==> config.mk <==
export PLATFORM = sky130hd
export DESIGN_NAME = stopwatch_time_counter
export DESIGN_NICKNAME = d
export VERILOG_FILES = /design/src/rtl/stopwatch_time_counter.sv
export SDC_FILE = /design/constraint.sdc
export NUM_CORES = 1
export LEC_CHECK = 0
export CORE_UTILIZATION = 59
export DETAILED_ROUTE_END_ITERATION = 16
export PLACE_DENSITY = 0.8
export SLEW_MARGIN = 20
export SYNTH_ARGS = -nofsm -noshare
export SYNTH_HDL_FRONTEND = slang
export SYNTH_SLANG_ARGS = --single-unit
==> constraint.sdc <==
create_clock -name clk -period 4.1 [get_ports clk]
set_clock_uncertainty 0.15 [all_clocks]
set_input_delay 0.82 -clock clk [delete_from_list [all_inputs] [get_ports clk]]
set_output_delay 0.82 -clock clk [all_outputs]
set_load 0.02 [all_outputs]
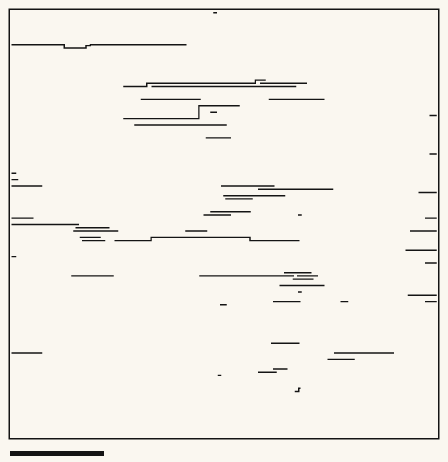
(run_1/layer_met3.png)
Scale bar: 20 um.
main direction: horizontal
longest straight run: 30.4 um
Via Count: 3502
WL final: 9770 um
routing usage on met3: 3.79%

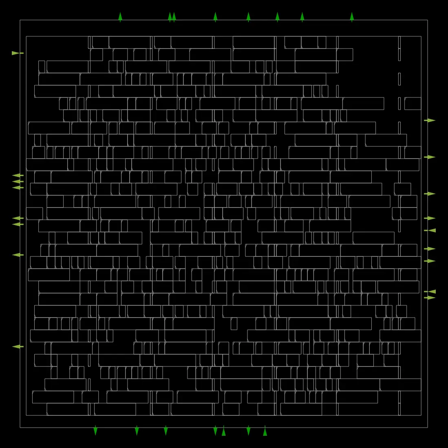
(run_1/placement.png)
Well Taps: 99
Final Util: 70.7%

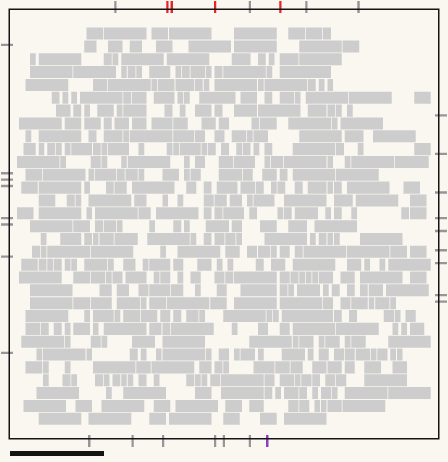
(run_1/io_placement.png)
Scale bar: 20 um. Pins as bars across the die edge, other pins in gray.
| color | port | pins | direction | edge |
|---|---|---|---|---|
| purple | run | 1 | input | bottom |
| red | s_ones | 4 | output | top |
all pins by edge: 9 right, 8 left, 8 top, 7 bottom
port bufs: 31
Die Width: 90.7 um
DIE HEIGHT: 90.7 um

==> job_summary.md, run 1 <==
## Implementation flow summary

| Metric | Value |
|---|---|
| Compound-Gate Fraction of Synth Area | `11.9%` |
| Pwr top | `sequential cells` |
| H-tree depth | `3` |
| TritonRoute pass-1 iters | `4` |
| Logic power comb | `0.113 mW` |
| Place WS | `0.697 ns` |
| DP Wirelength | `6430 um` |
| Adder-cell share of the synthesized area | `5.12%` |
| Max-slew violation count | `0` |
| GPL Wtd Cong | `0.863` |
| Fill cell count | `571` |
| Final hold violations | `0` |
| Synth area leaders | `dfrtp_1, nand2_1, ha_1` |
| Skew-Pair Late Insertion Delay | `0.36 ns` |
| Number of routed nets with antenna violations | `0` |
| Critical path buffers and inverters | `2` |
| First-iteration detailed-routing DRC count | `232` |
| Power per standard cell area | `328 nW/um2` |
| Antenna Cells | `0` |
| Hold Path Stages | `1` |
| Setup_tns | `0 ns` |
| PnR worst setup slack | `1.05 ns` |
| DRC | `0` |
| # setup viols final | `0` |
| Cycle use final | `74.3%` |
| Std cell rows | `31` |
| Sequential power share | `55.2%` |
| CP arrival | `3.18 ns` |
| Count leader, synth | `dfrtp_1` |
| Critical Path Fanout Max | `27` |
| Synth logic family | `simple AND/OR/NAND/NOR gates` |
| LEAKAGE | `2.32 nW` |
| Mean post-synth cell area | `9.83 um2` |
| Clk slew on worst S/H paths | `0.09 ns` |
| Vias in the first global route | `3472` |
| Max Freq | `328 MHz` |
| Switching part of the total | `23.1%` |
| GR Overflow Total | `0` |
| Total track usage | `25.8%` |
| Crit start category | `input port` |
| Asr flop ratio synth | `100%` |
| Buffer count from post-CTS setup fixing | `0` |
| WP data required | `4.23 ns` |
| Post-synthesis simple-gate area fraction | `21.5%` |
| Core area | `7410 um2` |
| Worst path top cell family by delay | `simple AND/OR/NAND/NOR gates` |
| Routed wire per std cell | `16.3 um` |
| Most used logic cell in the final layout | `dfrtp_1` |
| Actual slew at the worst max-slew pin | `0.772 ns` |
| Xor/xnor share of the synthesized area | `2.64%` |
| Post-route insts no fill | `599` |
| Post-CTS sizing | `0` |
| Combinational Power Share | `6.6%` |
| Placed Cells incl. Taps | `583` |
| Hold WC Path Type | `reg -> reg` |
| Clock Root Buffer | `clkbuf_8` |
| Sw Pwr | `0.398 mW` |
| Post-CTS Hold Buffers | `0` |
| Clock sink count | `95` |
| Tot Pwr | `1.72 mW` |
| Wire length on met3 | `470 um` |
| Yosys top cell by area | `dfrtp_1` |
| Peak supply drop | `188 uV` |
| CP Cell Sequence | `clkdlybuf4s50_1 -> nand2b_1 -> or2_2 -> and2_1 -> buf_4 -> nand2b_1 -> o21ai_0` |
| Num CTS Buffers | `9` |
| Most common logic cells in the final layout | `dfrtp_1, nand2_1, nor2_1` |
| Die Area | `8220 um2` |
| Nets at Floorplan | `496` |
| Share of post-route cells with drive strength above 1 | `10.0%` |
| RSZ-0062 raised after global routing | `no` |
| Vias per std cell | `5.85` |
| Top Layer Used | `met4` |
| Post-Syn Instances | `472` |
| I/O pin count | `32` |
| Slowest CP cell | `and2_1` |
| Yosys top cell area share | `51.2%` |
| Pin count of the biggest net entering global routing | `96` |
| Reg2Reg Setup Slack | `1.09 ns` |
| CP peak stage delay | `0.65 ns` |
| Clock power share | `38.2%` |
| Fp_density | `62.6%` |
| Clk. pwr | `0.657 mW` |
| Post-synth design cell area | `4640 um2` |
| Seq/Total Area, Yosys | `51.2%` |
| Status | `finished, final reports clean` |
| Critical path class | `in -> reg` |
| Critical Path Stages | `7` |
| Met1 Wirelength | `4500 um` |
| First-pass GRT wire length | `16700 um` |
| Yosys reg bits | `95` |
| Tool warnings | `38` |
| Post-synth EDFFs | `0` |
| Minimum clock period | `3.05 ns` |
| Max cap viols | `0` |
| Max_slew headroom | `48.1%` |
| Internal power | `1.32 mW` |
| Yosys cell types | `55` |
| Worst-case clock buffer depth | `2` |
| R2R depth | `8` |
| Yosys chip area | `4640 um2` |
| Leading post-synthesis cells by instance count | `dfrtp_1, nand2_1, nor2_1` |
| Layout area overhead | `12.9%` |
| Main flop type | `dfrtp_1` |
| Synth mux share | `4.10%` |
| Cell mode on critical path | `nand2b_1` |
| Seq pwr | `0.949 mW` |
| Yosys cell count | `472` |
| Met2 wire length | `4660 um` |
| Initial antenna violation count | `0` |
| Yosys warnings | `0` |
| Final nets | `519` |
| Critical path endpoint category | `flop` |
| CTS tree | `yes` |
## run 1: cell type report
| class | count | area [um2] | area share, % |
|---|---|---|---|
| sequential | 95 | 2380 | 45.4 |
| multi-input combinational | 336 | 2100 | 40.1 |
| timing repair buffer | 37 | 363 | 6.93 |
| clock buffer | 10 | 128 | 2.44 |
| tap | 99 | 124 | 2.37 |
| clock inverter | 6 | 85.1 | 1.62 |
| inverter | 16 | 61.3 | 1.17 |
## run 1: through the flow
step,hold WS [ns],instance area [um2]
floorplan,0.295,4640
global placement,0.332,5020
detailed placement,0.328,5020
CTS,0.344,5240
global route,0.378,5240
finish,0.342,5240
## run 1: layer usage
layer / vias to the layer above / GRT usage [%]
met3: 12 / 3.79
met1: 1708 / 35.7
li1: 1682 / -
met2: 100 / 41.5
met4: 0 / 9.27
met5: - / 0
==> run_1/sizes.png <==
Scale bar: 20 um.
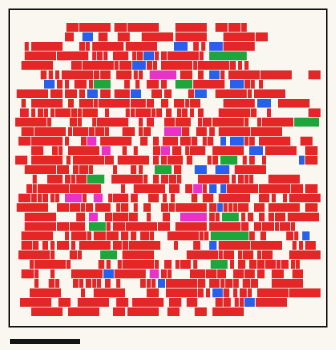

--- run 2 (diff from run 1) ---
CORE_UTILIZATION = 53   (was 59)
PLACE_DENSITY = 0.76   (was 0.8)
clock period = 2.6 ns   (was 4.1 ns; I/O delays follow)
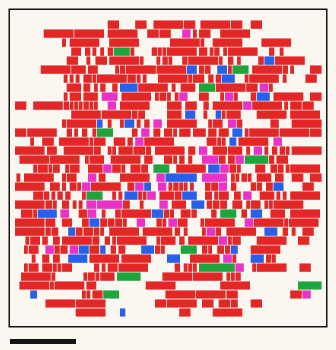
(run_2/sizes.png)
Scale bar: 20 um.
| color | size | cells | share |
|---|---|---|---|
| magenta | _3 and _4 cells | 42 | 7.9% |
| red | _0 and _1 cells | 443 | 83% |
| blue | _2 cells | 34 | 6.4% |
| green | _6 and larger | 13 | 2.4% |
Layout area overhead: 19.0%
PnR worst setup slack: 0.0638 ns
post-route cell area: 5520 um2
layout buffer count excluding clock buffers: 69

==> run 2 against run 1 <==
Against the previous run:
- clock power is 47% higher
- synthesized area stayed put
- utilization is 4.5 points lower
- cell count is 6.3% higher
- worst hold slack worse by 0.063 ns
- design area is 5.4% higher
- register-to-register slack worse by 1.0 ns
- power is 55% higher
- critical endpoint is now disp_r[14]$_DFF_PP0_
- largest cell class unchanged
==> job_summary.md, run 2 <==
## Implementation flow summary

| Metric | Value |
|---|---|
| Most common logic cells in the final layout | `dfrtp_1, nand2_1, nor2_1` |
| Met1 Use GR | `31.8%` |
| I/O pin count | `32` |
| Skew-Pair Late Insertion Delay | `0.37 ns` |
| Setup_tns | `0 ns` |
| Met1 Wirelength | `4490 um` |
| Final Util | `66.2%` |
| GR Overflow Total | `0` |
| Seq pwr | `1.50 mW` |
| First-iteration detailed-routing DRC count | `206` |
| Cycle use final | `97.5%` |
| Clock sink count | `95` |
| DIE HEIGHT | `95.6 um` |
| Minimum clock period | `2.54 ns` |
| Vias in the first global route | `3564` |
| Die Area | `9130 um2` |
| Sequential power share | `56.3%` |
| Clk slew on worst S/H paths | `0.09 ns` |
| Placed Cells incl. Taps | `617` |
| Hold Path Stages | `2` |
| Post-Syn Instances | `472` |
| TritonRoute pass-1 iters | `5` |
| First-pass GRT wire length | `17100 um` |
| # setup viols final | `0` |
| Antenna Cells | `0` |
| Clock Root Buffer | `clkbuf_8` |
| Max Freq | `394 MHz` |
| Yosys warnings | `0` |
| Seq/Total Area, Yosys | `51.2%` |
| Post-synthesis simple-gate area fraction | `21.5%` |
| H-tree depth | `3` |
| DP Wirelength | `6700 um` |
| Final nets | `551` |
| Met2 wire length | `5170 um` |
| Crit start category | `flop` |
| Yosys cell types | `55` |
| Max_slew headroom | `55.4%` |
| Leading post-synthesis cells by instance count | `dfrtp_1, nand2_1, nor2_1` |
| Storage cell area | `2380 um2` |
| Core area | `8340 um2` |
| Reg2Reg Setup Slack | `0.06 ns` |
| Actual slew at the worst max-slew pin | `0.667 ns` |
| Xor/xnor share of the synthesized area | `2.64%` |
| Asr flop ratio synth | `100%` |
| Die Width | `95.6 um` |
| GPL Wtd Cong | `0.832` |
| Main flop type | `dfrtp_1` |
| Num CTS Buffers | `9` |
| Fp_density | `55.6%` |
| Logic power comb | `0.196 mW` |
| Max cap viols | `0` |
| Status | `finished, final reports clean` |
| CTS tree | `yes` |
| Number of routed nets with antenna violations | `0` |
| Max-slew violation count | `0` |
| Synth logic family | `simple AND/OR/NAND/NOR gates` |
| Yosys top cell area share | `51.2%` |
| Fill cell count | `679` |
| Tool warnings | `40` |
| Worst-case clock buffer depth | `2` |
| Post-route insts no fill | `637` |
| Combinational Power Share | `7.4%` |
| Routed wire per std cell | `16.3 um` |
| Synth mux share | `4.10%` |
| Gr busiest metal | `met2` |
| Hold WC Path Type | `in -> reg` |
| DRC | `0` |
| R2R depth | `7` |
| Yosys top cell by area | `dfrtp_1` |
| Switching part of the total | `24.8%` |
| Post-synth design cell area | `4640 um2` |
| Clk. pwr | `0.967 mW` |
| Clock power share | `36.4%` |
| Met2 Use GR | `40.4%` |
| Compound-Gate Fraction of Synth Area | `11.9%` |
| Critical Path Fanout Max | `5` |
| Share of post-route cells with drive strength above 1 | `16.7%` |
| WP data required | `2.73 ns` |
| Power per standard cell area | `482 nW/um2` |
| Hold WS | `0.279 ns` |
| Pwr top | `sequential cells` |
| Yosys chip area | `4640 um2` |
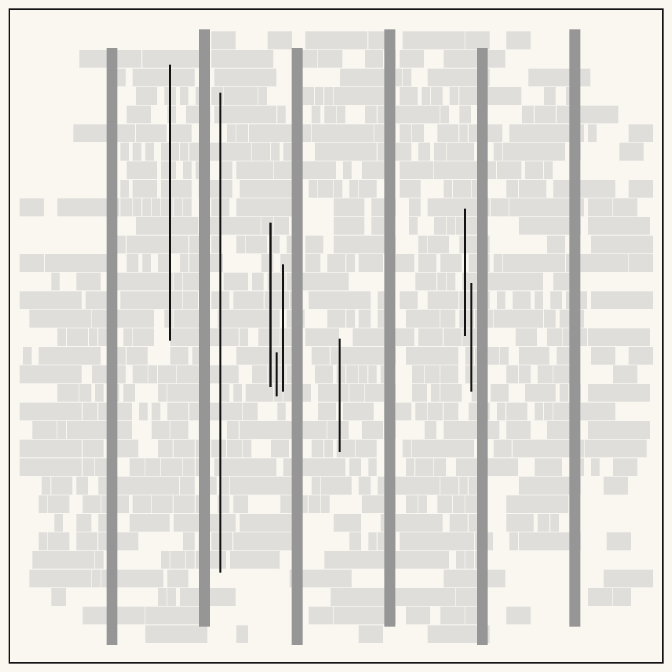
(run_2/layer_met4.png)
Supply wires on this layer in gray.
main direction: vertical
share of all routed wire: 2.0%
nets with wire on the layer: 7
longest straight run: 70.0 um
wire length on this layer: 209 um
Via Count: 3647
WL final: 10400 um

## run 2: cell count changes in the layout (fill, tap and decap cells not counted), moves of 2 or more
cell      before  now
nor4bb_1       2    0
buf_4          5   35
nor4bb_2       0    2
buf_12         1    3
## run 2: what timing repair did
action	CTS	global route
hold endpoints to repair	0	0
hold buffers	0	0
gates resized	0	7
endpoints found under the setup margin	0	13
setup buffers	0	4
## run 2: layout make-up
cell class              count  area share (%)
well taps                 105            2.38
clock buffers              10            2.31
repair buffers             69            11.4
clock inverters             6            1.11
flip-flops and latches     95            43.1
multi-input cells         336            38.6
inverters                  16            1.16
## run 2: critical path: stages (launching register included)
cell     delay (ns)
dfrtp_1        0.42
ha_1           0.18
and3_1         0.20
nand4_1        0.22
or2_2          0.41
or3_1          0.35
a211o_1        0.30
a31oi_1        0.21
Power and IR drop assume default switching activity.
